==> config.mk <==
export PLATFORM = sky130hd
export DESIGN_NAME = object_spawn_sequencer
export DESIGN_NICKNAME = d
export VERILOG_FILES = /design/src/rtl/object_spawn_pkg.sv /design/src/rtl/object_spawn_sequencer_arbiter.sv /design/src/rtl/object_spawn_sequencer.sv
export SDC_FILE = /design/constraint.sdc
export NUM_CORES = 1
export LEC_CHECK = 0
export CAP_MARGIN = 20
export CORE_MARGIN = 2
export CORE_UTILIZATION = 48
export CTS_CLUSTER_DIAMETER = 150
export DETAILED_ROUTE_END_ITERATION = 10
export GPL_TIMING_DRIVEN = 1
export PLACE_DENSITY = 0.9
export SLEW_MARGIN = 20
export SYNTH_ARGS = -nofsm -noshare
export SYNTH_HDL_FRONTEND = slang
export SYNTH_SLANG_ARGS = --single-unit
export TNS_END_PERCENT = 30
==> constraint.sdc <==
create_clock -name clk_centi_second -period 2.5 [get_ports clk_centi_second]
set_clock_uncertainty 0.05 [all_clocks]
set_input_delay 0.375 -clock clk_centi_second [delete_from_list [all_inputs] [get_ports clk_centi_second]]
set_output_delay 0.375 -clock clk_centi_second [all_outputs]
set_load 0.02 [all_outputs]
Run 1, congestion heat map:
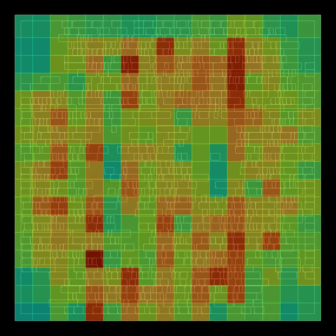
M2 GR Usage: 37.3%
DR WL/cell: 13.8 um
most used routing layer: met2

Run 1, cell density map:
(2 px per um) 12 x 12 tiles, from white (low) to dark blue (high), 0 to 100% covered.
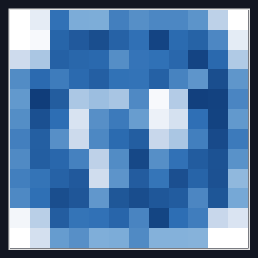
mean over tiles	61%
fullest tile	95%
nearly empty tiles	4.2%
tiles over 75% full	35%
Util after Layout: 67.4%
core area: 13100 sq um
FP Util: 48.7%

Run 1, the metal 4 layer:
(3 px per um)
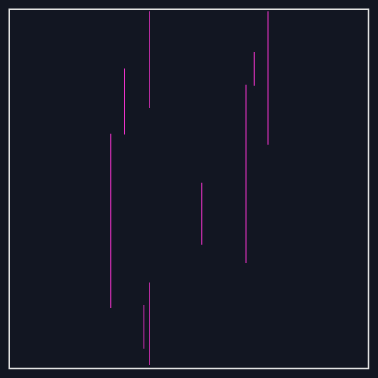
main direction	vertical
share of all routed wire	1.8%
longest straight run	59.2 um
routed wire length: 15900 um
routed vias: 6005

==> metrics.cfg, run 1 <==
[synth]
area_leaders=dfxtp_1 (52%), nand2_1 (15%), a21oi_1 (11%)
top_cell=nand2_1
ys.flop_type=dfxtp_1
yosys_cells=806
ys_sh_xor_pct=0.137
synth.cell_area_sq_um=6370
ys.warnings.count=0
ys_seq_share_pct=51.8
ys_sh_mux_pct=0.628
async_reset_ff_share_pct=0
ys_sh_aoi_pct=17.9
adder_share_pct=0.785
ys_types=47
synth.avg_cell_area_sq_um=7.91
synth_top_area_share_pct=51.8
logic_family=simple AND/OR/NAND/NOR gates
syn-instance-count=806
ys_area_sq_um=6370

[detailed_routing]
met1_length_um=7130
drt_first_pass_iters=4
maxUsedRoutingLayer=met4
drc=0
first_iter_violations=461
wl_met3_um=800
antenna_left=0
routed_via_density=5.23

[final_layout]
stdcell_area_sq_um=8820
nClkBuffers=20
seq_share_pct=37.4
largest_class=sequential cells
fill_cells=1034
num-nonclk-inverters=8
fin_cells=1149
comb.multi_input.count=580
comb_area_share_pct=32.3
logic_area_sq_um=2850
layout_top_cells=nand2_1 (258), clkdlybuf4s50_1 (168), dfxtp_1 (165)
drive_above_1_share_pct=6.17
fin_nets=1052
syn_to_final_growth_pct=38.4
diodes=0
final-seq-area_sq_um=3300
lay_top_count=nand2_1
largest_reg_flops=59

[final_timing]
fin_tns_setup_ps=0
finalSetupViolCount=0
max_slew_margin_pct=35.9
min_period_ps=2160
fin_hold_ws_ps=219
max_slew.worst_pin.slew_ps=961
rsz0062_at_grt=false
finalClockPeriodUsage_pct=86.3

[setup_path]
cp.required_ps=2810
arrival_ps=2470
critPathBufInv=0
critPathCaptureType=flop
max_stage_delay_ps=550
crit_chain=or3b_1, nor2_1, nand4_1, nor3b_1, a221o_1
path_class=flop to flop
crit_family=simple AND/OR/NAND/NOR gates
critical-path-slowest-cell=dfxtp_1
crit_fanout=12
worstRegToRegCells=5

[placed_design]
dp_hpwl_um=10800
place_ws_ps=-9.07
gp_congestion=0.870
placed_cell_area_sq_um=8260

[outcome]
status=finished clean

[cts]
cts_buffers=17
cts_setup_buffers=0
tritoncts=done
clk_latency_ps=420
cts_max_path_buffers=2
cts.sinks=165
cts_resized=0

[grt]
antenna_found_initial=0
gr-total-overflow=0
use_met3_pct=5.41
grt_pass1_wl_um=25700
groute.usage.overall_pct=22.4

[power_and_ir_drop]
power_clock_uw=2510
power.switching_uw=1490
power_leader=registers
sw_frac_of_total_pct=24.6
p_leak_uw=0.00308
ir_drop_v=0.000437
p_seq_uw=2830
internal-power_uw=4580

[floorplanning]
fp.dieW_um=119
well_tap_count=176
rows=42
die-area_sq_um=14200
ioPinCount=170

[hold_path]
min_path_type=primary input to flop
min_delay_path_depth=3

[flow_run]
cap_viol_max_count=0

Run 1, clock network drawn from the DEF:
(4 px per um)
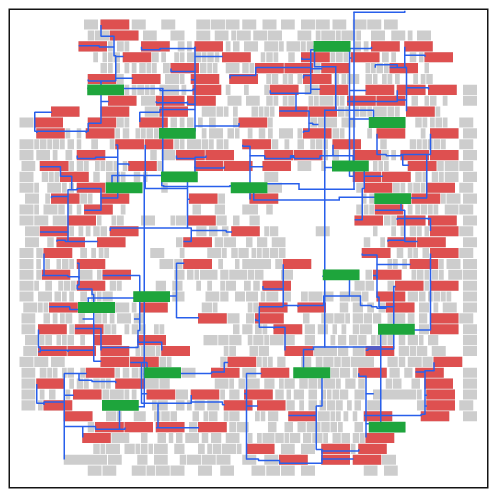

## Run 2: what changed since run 1
CORE_UTILIZATION = 50   (was 48)
CTS_BUF_LIST = sky130_fd_sc_hd__clkbuf_2 sky130_fd_sc_hd__clkbuf_4 sky130_fd_sc_hd__clkbuf_8   (was not set)
PLACE_DENSITY = 0.93   (was 0.9)
Run 2, clock network drawn from the DEF:
(4 px per um)
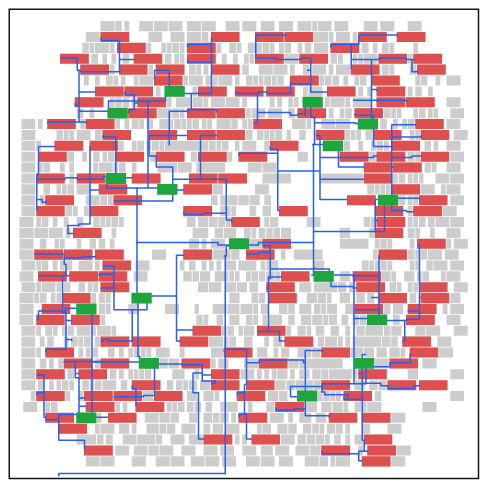
[blue] clock wires | length: 1800 um
[green] cells driving clock nets | count: 17
[red] flip-flops | count: 165
flops lie	all over the die
routed clock nets	18
clock power share: 35.6%
worst skew pair latency: 450 ps

Run 2, the metal 4 layer:
(3 px per um)
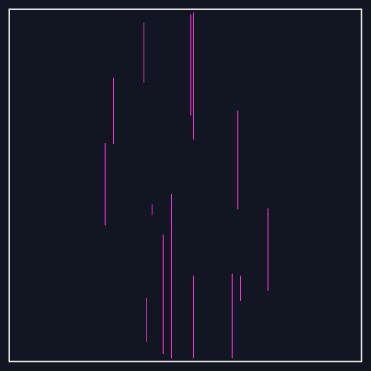
main direction	vertical
longest straight run	54.4 um
routed vias: 6039
routed wire length: 16300 um

==> metrics.cfg, run 2 <==
[outcome]
status=finished clean

[final_layout]
seq_share_pct=38.0
comb_area_share_pct=32.7
layout_top_cells=nand2_1 (258), clkdlybuf4s50_1 (168), dfxtp_1 (165)
largest_reg_flops=59
stdcell_area_sq_um=8700
buffers=188
fin_cells=1143
num-nonclk-inverters=8
largest_class=sequential cells
nClkBuffers=21
logic_area_sq_um=2850
syn_to_final_growth_pct=36.5
lay_top_count=nand2_1
final-seq-area_sq_um=3300
fin_nets=1050
fill_cells=1029
drive_above_1_share_pct=6.08
comb.multi_input.count=580
diodes=0
final_util_pct=69.5

[synth]
synth_top_area_share_pct=51.8
ys.flop_type=dfxtp_1
ys_sh_aoi_pct=17.9
top_cell=nand2_1
ys_area_sq_um=6370
ys_sh_mux_pct=0.628
ys.warnings.count=0
adder_share_pct=0.785
ys_seq_share_pct=51.8
syn-instance-count=806
fp_nets=896
ys_types=47
synth.cell_area_sq_um=6370
synth.avg_cell_area_sq_um=7.91
yosys_cells=806
area_leaders=dfxtp_1 (52%), nand2_1 (15%), a21oi_1 (11%)
async_reset_ff_share_pct=0
logic_family=simple AND/OR/NAND/NOR gates
ys_sh_xor_pct=0.137

[floorplanning]
ioPinCount=170
design.core.area_sq_um=12500
fp.dieW_um=117
initCoreUtil_pct=50.9
rows=41
die-area_sq_um=13700
well_tap_count=172

[power_and_ir_drop]
ir_drop_v=0.000410
comb_power_uw=758
power_leader=registers
sequentialPowerShare_pct=50.8
power_clock_uw=1980
internal-power_uw=4150
power_density_nw_per_um2=639
sw_frac_of_total_pct=25.4
p_seq_uw=2830
power.switching_uw=1410
p_leak_uw=0.00302

[setup_path]
max_stage_delay_ps=580
worstRegToRegCells=5
crit_family=simple AND/OR/NAND/NOR gates
critical-path-slowest-cell=or4_1
rrSetupSlack_ps=440
path_class=primary input to flop
cp.required_ps=2810
crit_fanout=21
critPathCaptureType=flop
path_depth=7
critPathBufInv=2
crit_chain=clkdlybuf4s50_1, nor2b_1, or4_1, o21ai_4, buf_4, a21oi_1, nor3_1
arrival_ps=2410

[final_timing]
rsz0062_at_grt=false
min_period_ps=2090
fin_hold_ws_ps=196
finalSetupViolCount=0
fin_tns_setup_ps=0
finalClockPeriodUsage_pct=83.7
max_slew.worst_pin.slew_ps=835
finalHoldViolCount=0
max_slew_margin_pct=44.4

[detailed_routing]
wl_met3_um=1020
post_drt_wl_per_cell_um=14.2
met1_length_um=6760
antenna_left=0
routed_via_density=5.28
drt_first_pass_iters=5
first_iter_violations=573
maxUsedRoutingLayer=met4
drc=0

[cts]
ctsRootBufferMaster=clkbuf_8
tritoncts=done
cts_buffers=17
cts_resized=0
cts_max_path_buffers=2
cts.sinks=165
cts_setup_buffers=0

[flow_run]
cap_viol_max_count=0
warnings=28

[grt]
gr-total-overflow=0
grt_start_max_net_pins=87
grt_pass1_vias=5428
grt.met2_usage_pct=39.6
antenna_found_initial=0
grt_pass1_wl_um=25500
groute.usage.overall_pct=23.6
use_met3_pct=6.28
top_usage_layer=met2

[placed_design]
gp_congestion=0.827
dp_hpwl_um=11000
place_ws_ps=-6.41
placed_cell_area_sq_um=8290

[hold_path]
min_delay_path_depth=2
min_path_type=primary input to flop

Power figures rest on the tool's default switching activity, not on a simulated workload.
